**config.mk**
```make
export PLATFORM = sky130hd
export DESIGN_NAME = intersection_phase_scheduler
export DESIGN_NICKNAME = d
export VERILOG_FILES = /design/src/rtl/intersection_phase_scheduler.sv
export SDC_FILE = /design/constraint.sdc
export NUM_CORES = 1
export LEC_CHECK = 0
export CORE_ASPECT_RATIO = 0.6
export CORE_MARGIN = 4
export CORE_UTILIZATION = 49
export CTS_BUF_LIST = sky130_fd_sc_hd__clkbuf_2 sky130_fd_sc_hd__clkbuf_4 sky130_fd_sc_hd__clkbuf_8
export CTS_CLUSTER_SIZE = 24
export DETAILED_ROUTE_END_ITERATION = 10
export PLACE_DENSITY = 0.86
export SLEW_MARGIN = 20
export SYNTH_ARGS = -nofsm -noshare
export SYNTH_HDL_FRONTEND = slang
export SYNTH_SLANG_ARGS = --single-unit
```
**constraint.sdc**
```tcl
create_clock -name clk -period 2.2 [get_ports clk]
set_clock_uncertainty 0.2 [all_clocks]
set_input_delay 0.44 -clock clk [delete_from_list [all_inputs] [get_ports clk]]
set_output_delay 0.44 -clock clk [all_outputs]
set_load 0.01 [all_outputs]
```
**src/rtl/intersection_phase_scheduler.sv**
```systemverilog
// NS/EW intersection phase sequencer: skips undemanded left turns, grants latched walks, preempts to all-red.
// Outputs are registered state decode (no extra latency); there is no backpressure.
module intersection_phase_scheduler #(
  parameter int LEFT_CYC   = 4,
  parameter int GREEN_CYC  = 8,
  parameter int YELLOW_CYC = 3,
  parameter int CLEAR_CYC  = 2,
  parameter int CNT_W      = 8
) (
  input  logic       clk,
  input  logic       rst,
  input  logic       emergency,
  input  logic       left_req_ns,
  input  logic       left_req_ew,
  input  logic       ped_req_ns,
  input  logic       ped_req_ew,
  output logic       LeftTurn_NS,
  output logic       Green_NS,
  output logic       Yellow_NS,
  output logic       Red_NS,
  output logic       LeftTurn_EW,
  output logic       Green_EW,
  output logic       Yellow_EW,
  output logic       Red_EW,
  output logic       walk_ns,
  output logic       walk_ew,
  output logic [3:0] phase
);

  localparam logic [3:0] S_CLR_EW  = 4'd0;
  localparam logic [3:0] S_NS_LEFT = 4'd1;
  localparam logic [3:0] S_NS_GRN  = 4'd2;
  localparam logic [3:0] S_NS_YEL  = 4'd3;
  localparam logic [3:0] S_CLR_NS  = 4'd4;
  localparam logic [3:0] S_EW_LEFT = 4'd5;
  localparam logic [3:0] S_EW_GRN  = 4'd6;
  localparam logic [3:0] S_EW_YEL  = 4'd7;
  localparam logic [3:0] S_EMERG   = 4'd8;

  localparam logic [CNT_W-1:0] LEFT_LD = CNT_W'(LEFT_CYC - 1);
  localparam logic [CNT_W-1:0] GRN_LD  = CNT_W'(GREEN_CYC - 1);
  localparam logic [CNT_W-1:0] YEL_LD  = CNT_W'(YELLOW_CYC - 1);
  localparam logic [CNT_W-1:0] CLR_LD  = CNT_W'(CLEAR_CYC - 1);

  logic [3:0]       state_q, state_d;
  logic [CNT_W-1:0] cnt_q, cnt_d;
  logic             left_pend_ns_q, left_pend_ew_q;
  logic             ped_pend_ns_q, ped_pend_ew_q;
  logic             emerg_seen_q;
  logic             walk_ns_q, walk_ew_q;
  logic             cnt_done;
  logic             next_in_ring;
  logic             enter_ns_left, enter_ew_left, enter_ns_grn, enter_ew_grn;

  assign cnt_done = (cnt_q == '0);

  function automatic logic [CNT_W-1:0] load_of(input logic [3:0] s);
    case (s)
      S_NS_LEFT, S_EW_LEFT: load_of = LEFT_LD;
      S_NS_GRN,  S_EW_GRN:  load_of = GRN_LD;
      S_NS_YEL,  S_EW_YEL:  load_of = YEL_LD;
      default:              load_of = CLR_LD;
    endcase
  endfunction

  always_comb begin
    state_d = state_q;
    case (state_q)
      S_CLR_EW: begin
        if (emergency)     state_d = S_EMERG;
        else if (cnt_done) state_d = left_pend_ns_q ? S_NS_LEFT : S_NS_GRN;
      end
      S_NS_LEFT: begin
        if (emergency)     state_d = S_NS_YEL;
        else if (cnt_done) state_d = S_NS_GRN;
      end
      S_NS_GRN: begin
        if (emergency || cnt_done) state_d = S_NS_YEL;
      end
      // Emergency seen during the ring diverts the end of yellow to EMERG.
      S_NS_YEL: begin
        if (cnt_done) state_d = (emerg_seen_q || emergency) ? S_EMERG : S_CLR_NS;
      end
      S_CLR_NS: begin
        if (emergency)     state_d = S_EMERG;
        else if (cnt_done) state_d = left_pend_ew_q ? S_EW_LEFT : S_EW_GRN;
      end
      S_EW_LEFT: begin
        if (emergency)     state_d = S_EW_YEL;
        else if (cnt_done) state_d = S_EW_GRN;
      end
      S_EW_GRN: begin
        if (emergency || cnt_done) state_d = S_EW_YEL;
      end
      S_EW_YEL: begin
        if (cnt_done) state_d = (emerg_seen_q || emergency) ? S_EMERG : S_CLR_EW;
      end
      S_EMERG: begin
        if (!emergency && cnt_done) state_d = left_pend_ns_q ? S_NS_LEFT : S_NS_GRN;
      end
      default: state_d = S_CLR_EW;
    endcase
  end

  always_comb begin
    cnt_d = cnt_q - 1'b1;
    if (state_d != state_q)                     cnt_d = load_of(state_d);
    else if (state_q == S_EMERG && emergency)   cnt_d = CLR_LD;
  end

  always_comb begin
    next_in_ring = 1'b0;
    case (state_d)
      S_NS_LEFT, S_NS_GRN, S_NS_YEL,
      S_EW_LEFT, S_EW_GRN, S_EW_YEL: next_in_ring = 1'b1;
      default:                       next_in_ring = 1'b0;
    endcase
  end

  assign enter_ns_left = (state_d == S_NS_LEFT) && (state_q != S_NS_LEFT);
  assign enter_ew_left = (state_d == S_EW_LEFT) && (state_q != S_EW_LEFT);
  assign enter_ns_grn  = (state_d == S_NS_GRN)  && (state_q != S_NS_GRN);
  assign enter_ew_grn  = (state_d == S_EW_GRN)  && (state_q != S_EW_GRN);

  always_ff @(posedge clk) begin
    if (rst) begin
      state_q        <= S_CLR_EW;
      cnt_q          <= CLR_LD;
      left_pend_ns_q <= 1'b0;
      left_pend_ew_q <= 1'b0;
      ped_pend_ns_q  <= 1'b0;
      ped_pend_ew_q  <= 1'b0;
      emerg_seen_q   <= 1'b0;
      walk_ns_q      <= 1'b0;
      walk_ew_q      <= 1'b0;
    end else begin
      state_q        <= state_d;
      cnt_q          <= cnt_d;
      // A request on the clearing edge keeps the latch set.
      left_pend_ns_q <= left_req_ns | (left_pend_ns_q & ~enter_ns_left);
      left_pend_ew_q <= left_req_ew | (left_pend_ew_q & ~enter_ew_left);
      ped_pend_ns_q  <= ped_req_ns  | (ped_pend_ns_q  & ~enter_ns_grn);
      ped_pend_ew_q  <= ped_req_ew  | (ped_pend_ew_q  & ~enter_ew_grn);
      emerg_seen_q   <= next_in_ring & (emerg_seen_q | emergency);
      walk_ns_q      <= (state_d == S_NS_GRN) & (enter_ns_grn ? ped_pend_ns_q : walk_ns_q);
      walk_ew_q      <= (state_d == S_EW_GRN) & (enter_ew_grn ? ped_pend_ew_q : walk_ew_q);
    end
  end

  always_comb begin
    LeftTurn_NS = (state_q == S_NS_LEFT);
    Green_NS    = (state_q == S_NS_GRN);
    Yellow_NS   = (state_q == S_NS_YEL);
    Red_NS      = !(LeftTurn_NS || Green_NS || Yellow_NS);
    LeftTurn_EW = (state_q == S_EW_LEFT);
    Green_EW    = (state_q == S_EW_GRN);
    Yellow_EW   = (state_q == S_EW_YEL);
    Red_EW      = !(LeftTurn_EW || Green_EW || Yellow_EW);
  end

  assign walk_ns = walk_ns_q;
  assign walk_ew = walk_ew_q;
  assign phase   = state_q;

endmodule
```
### Signal wires on met2, run 1

(4 px per um) Cells faint in the background.
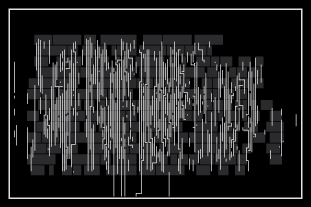
wire length on this layer: 1880 um
nets with wire on the layer: 178
longest straight run: 32.6 um
main direction: vertical
share of all routed wire: 47%

### The metal 3 layer, run 1

(4 px per um)
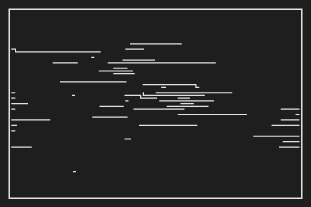
longest straight run: 26.7 um
share of all routed wire: 8.0%
wire length on this layer: 319 um
main direction: horizontal
nets with wire on the layer: 36
WL final: 4.00 mm
total number of vias: 1279
met3 Use GR: 6.20%

### Gate-type map, run 1

(6 px per um)
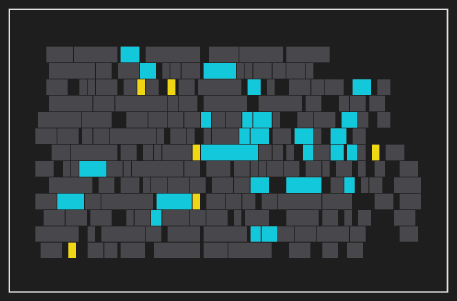
| family | color | cells |
|---|---|---|
| inverters | yellow | 6 |
| inverting AOI/OAI gates | cyan | 26 |

==> Changelog: implementation, run 1 <==
### Changed

- Period utilization: 103%
- H-tree level count: 1
- Status: complete, but fails checks
- Floorplan Utilization: 54.2%
- Clock transition at the registers of the reported paths: 0.07 ns
- Failing checks: setup timing
- Largest net degree at the start of global routing: 13
- EDFF count, synth: 0
- Post-synthesis instance total: 140
- Max VDD drop: 0.635 mV
- Top cells by count: nor2_1 (21), dfxtp_1 (19), a21oi_1 (10)
- Max-area cell share: 30.8%
- Least-Margin Pin Slew: 0.462 ns
- Crit path from: cnt_q[1]
- DP Worst Slack: -0.498 ns
- Adder Share, Synth: 1.01%
- Antenna violations before repair: 0
- Layout Utilization: 78.8%
- # placed instances: 213
- Hold EP: left_pend_ew_q
- RR Startpoint: cnt_q[1]
- Detailed-route vias per instance: 5.79
- Setup TNS: -0.196 ns
- WL met2: 1.88 mm
- Crit-path cells: inv_2, ha_4, nor4b_4, and2_4, nand3_2, mux2_4, o41ai_2, a21oi_1
- Synth top cell by count: nor2_1
- Slowest CP cell: mux2_4
- Yosys Instances: 140
- I/O pin count: 21
- Final Critical Period: 2.27 ns
- Reg2reg setup slack: -0.07 ns
- Final setup fails: 5
- Yosys warning count: 0
- Die area: 3410 um2
- Clock sinks: 19
- Gr ovfl total: 0
- Power consumption: 1.86 mW
- Detail Route Antenna Nets: 0
- Leakage: 0.746 nW
- WL met1: 1.73 mm
- Iter 0 DRT Violations: 108
- Yosys Chip Area: 1230 um2
- Top logic family: simple AND/OR/NAND/NOR gates
- Design Area, Final: 1800 um2
- Post-CTS Setup Inserts: 3
- Post-CTS Resized: 27
- # nets final: 200
- Number of global-route vias before repair: 1347
- Reg2reg path depth: 8
- CTS Buf Count: 3
- Hold WS: 0.299 ns
- Mapped cell area: 1230 um2
- Fmax achieved: 441 MHz
- Port Buf Inserts: 20
- Area fraction in mux cells: 7.10%
- Final HPWL DP: 2.84 mm
- Seq cells post-synth: 19
- Die y size: 46.9 um
- Metal3 WL: 319 um
- Hold WC Path Type: flop to flop
- Critical Path End Type: flop
- Top cells by area: dfxtp_1 (31%), nor2_1 (6.4%), a21oi_1 (4.1%)
- Antenna cells: 0
- Simple logic cell fraction of the synthesized area: 32.7%
- Hold path cells: 2
- Post-synthesis net count: 148
- RSZ-0062 raised after global routing: true
- CP max FO: 4
- DP Area: 1640 um2
- Slowest stage delay, CP: 0.37 ns
- GPL Wtd Cong: 0.984
- Hold Buf Count CTS: 0
- Post-Synth XOR/XNOR Area: 3.55%
- Critical Path RT: 2.14 ns
- Tool Warnings: 28
- Crit Path Category: flop to flop
- Tot GR Track Use: 26.0%
- HP Start: left_pend_ew_q
- Syn avg cell area: 8.81 um2
- PnR worst setup slack: -0.0685 ns
- Arrival time worst endpoint: 2.21 ns
- Synth-to-layout area growth: 45.5%
- Final hold violation count: 0
- Maxcap violations: 0
- Max-slew violations: 0
- Synth area leader: dfxtp_1
- Seq/Total Area, Yosys: 30.8%
- Ys async rst share: 0%
- Post-synthesis cell type count: 51
- Startpoint types: flop
==> run 1: cell type report <==
| cell class | count | area, um2 |
|---|---|---|
| fillers | 151 | 482 |
| inverters | 6 | 22.5 |
| well taps | 30 | 37.5 |
| multi-input cells | 108 | 843 |
| clock buffers | 4 | 48.8 |
| repair buffers | 54 | 452 |
| flip-flops and latches | 19 | 392 |
==> run 1: routing by layer <==
metal / track usage (%) / vias to the layer above
met1: 31.3 / 598
met5: 0 / -
met4: 9.19 / 0
met2: 46.6 / 63
li1: - / 607
met3: 6.20 / 11
==> run 1: placed cells by master (no fill, tap or decap), types with 4 or more instances in the layout <==
cell type | netlist | final
buf_4 | 2 | 34
nor2_1 | 21 | 21
dfxtp_1 | 19 | 14
clkdlybuf4s50_1 | 0 | 11
nand2_1 | 7 | 7
a21oi_1 | 10 | 7
dlygate4sd2_1 | 0 | 7
nor3_1 | 7 | 5
mux2i_1 | 5 | 4
==> run 1: registers in the layout, indices dropped and copies added (netlist names) <==
register and flops:
phase 4, walk_ns 1, walk_ew 1, ped_pend_ew_q 1, ped_pend_ns_q 1, left_pend_ns_q 1
left_pend_ew_q 1, emerg_seen_q 1, cnt_q 8
==> run 1: report_power, final <==
group          total (mW)  internal [mW]  switching, mW
Sequential          0.529          0.419          0.110
Combinational        1.07          0.526          0.545
Clock               0.257          0.141          0.116
Total                1.86           1.09          0.771
==> run 1: critical path: cells and delay by family (launching register included) <==
| family | cells | cell delay, ns |
|---|---|---|
| muxes | 1 | 0.37 |
| DFF | 1 | 0.34 |
| adders and majority gates | 1 | 0.13 |
| buffers and inverters | 1 | 0.08 |
| AOI/OAI and AO/OA | 2 | 0.42 |
| and+or+nand+nor | 3 | 0.61 |
### Cells by drive strength, run 1

(6 px per um)
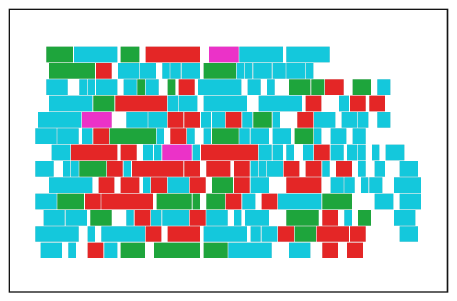

==> inputs of run 2 (changes only) <==
RECOVER_POWER = 25   (was not set)
### Cells by drive strength, run 2

(6 px per um)
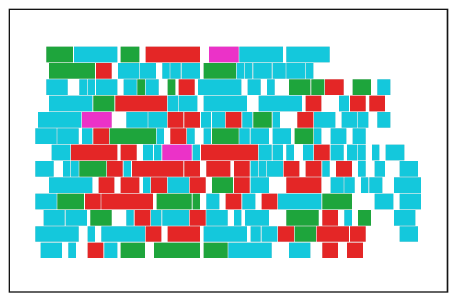
| size | color | cells | share |
|---|---|---|---|
| _3 and _4 cells | red | 47 | 25% |
| _0 and _1 cells | cyan | 114 | 60% |
| _2 cells | green | 27 | 14% |
| _6 and larger | magenta | 3 | 1.6% |

==> Changelog: implementation, run 2 <==
### Changed

- Status: complete, but fails checks
- Failing checks: setup timing
- CTS Buf Count: 3
- Gr ovfl total: 0
- Yosys Instances: 140
- Critical Path End Type: flop
- WL final: 4.03 mm
- Root Driver: clkbuf_8
- Core area: 2280 um2
- Fmax achieved: 442 MHz
- Pwr per Cell Area: 1040 nW/um2
- Wire per inst: 18.2 um
- Arrival time worst endpoint: 2.21 ns
- Critical Path End: left_pend_ns_q
- Leakage: 0.752 nW
- Die width: 72.8 um
- # nets final: 200
- Commonest Layout Cell: buf_4
- Reg with most FFs: cnt_q
- Iter 0 DRT Violations: 128
- Top cells by count: nor2_1 (21), dfxtp_1 (19), a21oi_1 (10)
- CTS tree: done
- Hold EP: left_pend_ew_q
- Die y size: 46.9 um
- Final hold violation count: 0
- Share of layout cells above drive strength 1: 40.3%
- Synth top cell by count: nor2_1
- Max VDD drop: 0.638 mV
- PnR worst setup slack: -0.0613 ns
- DRC: 0
- # placed instances: 213
- Final Critical Period: 2.26 ns
- Tot GR Track Use: 26.0%
- Startpoint types: flop
- Reg2reg setup slack: -0.06 ns
- Slowest CP cell: mux2_4
- Ys async rst share: 0%
- Hold WS: 0.297 ns
- Synth-to-layout area growth: 45.3%
- CP max FO: 4
- Setup TNS: -0.222 ns
- Clock sinks: 19
- Reg2reg path depth: 8
- Total number of vias: 1293
- Site row count: 13
- Number of global-route vias before repair: 1347
- Post-synthesis net count: 148
- Max-slew violations: 0
- Final setup fails: 8
- GPL Wtd Cong: 0.984
- Critical Path RT: 2.15 ns
- Die area: 3410 um2
- Slowest stage delay, CP: 0.37 ns
- Seq cells post-synth: 19
- Max-area cell share: 30.8%
- Maxcap violations: 0
- Yosys warning count: 0
- Final HPWL DP: 2.84 mm
- RSZ-0062 raised after global routing: true
- Reg2reg end: left_pend_ns_q
- H-tree level count: 1
- First-pass GRT wire length: 6.55 mm
- Detail Route Antenna Nets: 0
- I/O pin count: 21
- EDFF count, synth: 0
- Synth area leader: dfxtp_1
- Clock transition at the registers of the reported paths: 0.07 ns
- DR pass1 iterations: 4
- Post-synthesis cell type count: 51
- Antenna cells: 0
- DP Worst Slack: -0.498 ns
- Antenna violations before repair: 0
- Floorplan Utilization: 54.2%
- Top cells by area: dfxtp_1 (31%), nor2_1 (6.4%), a21oi_1 (4.1%)
- Syn avg cell area: 8.81 um2
- Crit-path cells: inv_2, ha_4, nor4b_4, and2_4, nand3_2, mux2_4, o41ai_2, a21oi_1
- Clk buf depth: 2
- Period utilization: 103%
- Synth Flop Type: dfxtp_1
- Port Buf Inserts: 20
- Top Layout Cells: buf_4 (34), nor2_1 (21), dfxtp_1 (14)
- Seq/Total Area, Yosys: 30.8%
- Hold WC Path Type: flop to flop
- Power consumption: 1.86 mW
- Yosys Chip Area: 1230 um2
- Least-Margin Pin Slew: 0.452 ns
- Slew margin rel.: 69.6%
- HP Start: left_pend_ew_q
- Hold path cells: 2
- Crit path from: cnt_q[1]
- RR Startpoint: cnt_q[1]
- Largest net degree at the start of global routing: 13
- Later-pin clock latency in the skew report: 0.26 ns
- Max reg flops: 8
- Post-synthesis instance total: 140
- Hold Buf Count CTS: 0
- Tool Warnings: 28
- Detailed-route vias per instance: 5.85
- Mapped cell area: 1230 um2
- Cell Count, Final, Fillers Out: 221
- Crit Path Category: flop to flop
### The metal 3 layer, run 2

(4 px per um)
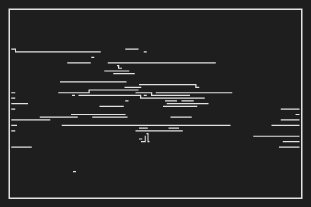
share of all routed wire: 9.4%
wire length on this layer: 379 um
longest straight run: 41.9 um

==> run 2: logic make-up (layout without fill, tap and decap cells) <==
logic type                 after synthesis  after routing  synth area share (%)
buffers and inverters                   13             64                  6.19
adders and majority gates                1              1                  1.01
xor gates and xnor gates                 5              5                  3.55
and+or+nand+nor                         66             66                  32.7
muxes                                    8              8                  7.10
AOI/OAI and AO/OA                       28             28                  18.7
DFF                                     19             19                  30.8
==> run 2: cell type report <==
class	instances	area, um2
timing repair buffer	54	452
clock buffer	4	48.8
tap	30	37.5
sequential	19	392
multi-input combinational	108	841
fill	152	484
inverter	6	22.5
==> run 2: worst max-delay path, delay by kind of cell (launching register included) <==
kind | cells | cell delay (ns)
muxes | 1 | 0.37
and+or+nand+nor | 3 | 0.61
adders and majority gates | 1 | 0.13
buffers and inverters | 1 | 0.08
AOI/OAI and AO/OA | 2 | 0.42
DFF | 1 | 0.34
==> run 2: metrics by stage <==
step / utilization (%) / area, um2
CTS: 77.7 / 1770
detailed placement: 72.1 / 1640
global route: 78.7 / 1790
global placement: 72.1 / 1640
floorplan: - / 1230
finish: 78.7 / 1790
==> run 2: where the power goes <==
part	total, mW	leakage, nW	switching (mW)	internal, mW
clock	0.259	0.0262	0.117	0.141
combinational	1.07	0.569	0.547	0.525
sequential	0.530	0.157	0.111	0.419
==> run 2: what timing repair did <==
action | CTS | global route
pin swaps | 6 | 2
hold endpoints to repair | 0 | 0
gates cloned | 0 | 0
buffers inserted | 3 | 1
gates resized | 27 | 5
endpoints found under the setup margin | 23 | 18
==> run 2: routing by layer <==
layer  wire, um  vias to the layer above  GRT usage [%]
li1           -                      606              -
met5          0                        -              0
met1       1680                      599           31.3
met2       1890                       75           46.6
met3        379                       13           6.20
met4         84                        0           9.19
Power figures rest on the tool's default switching activity, not on a simulated workload.
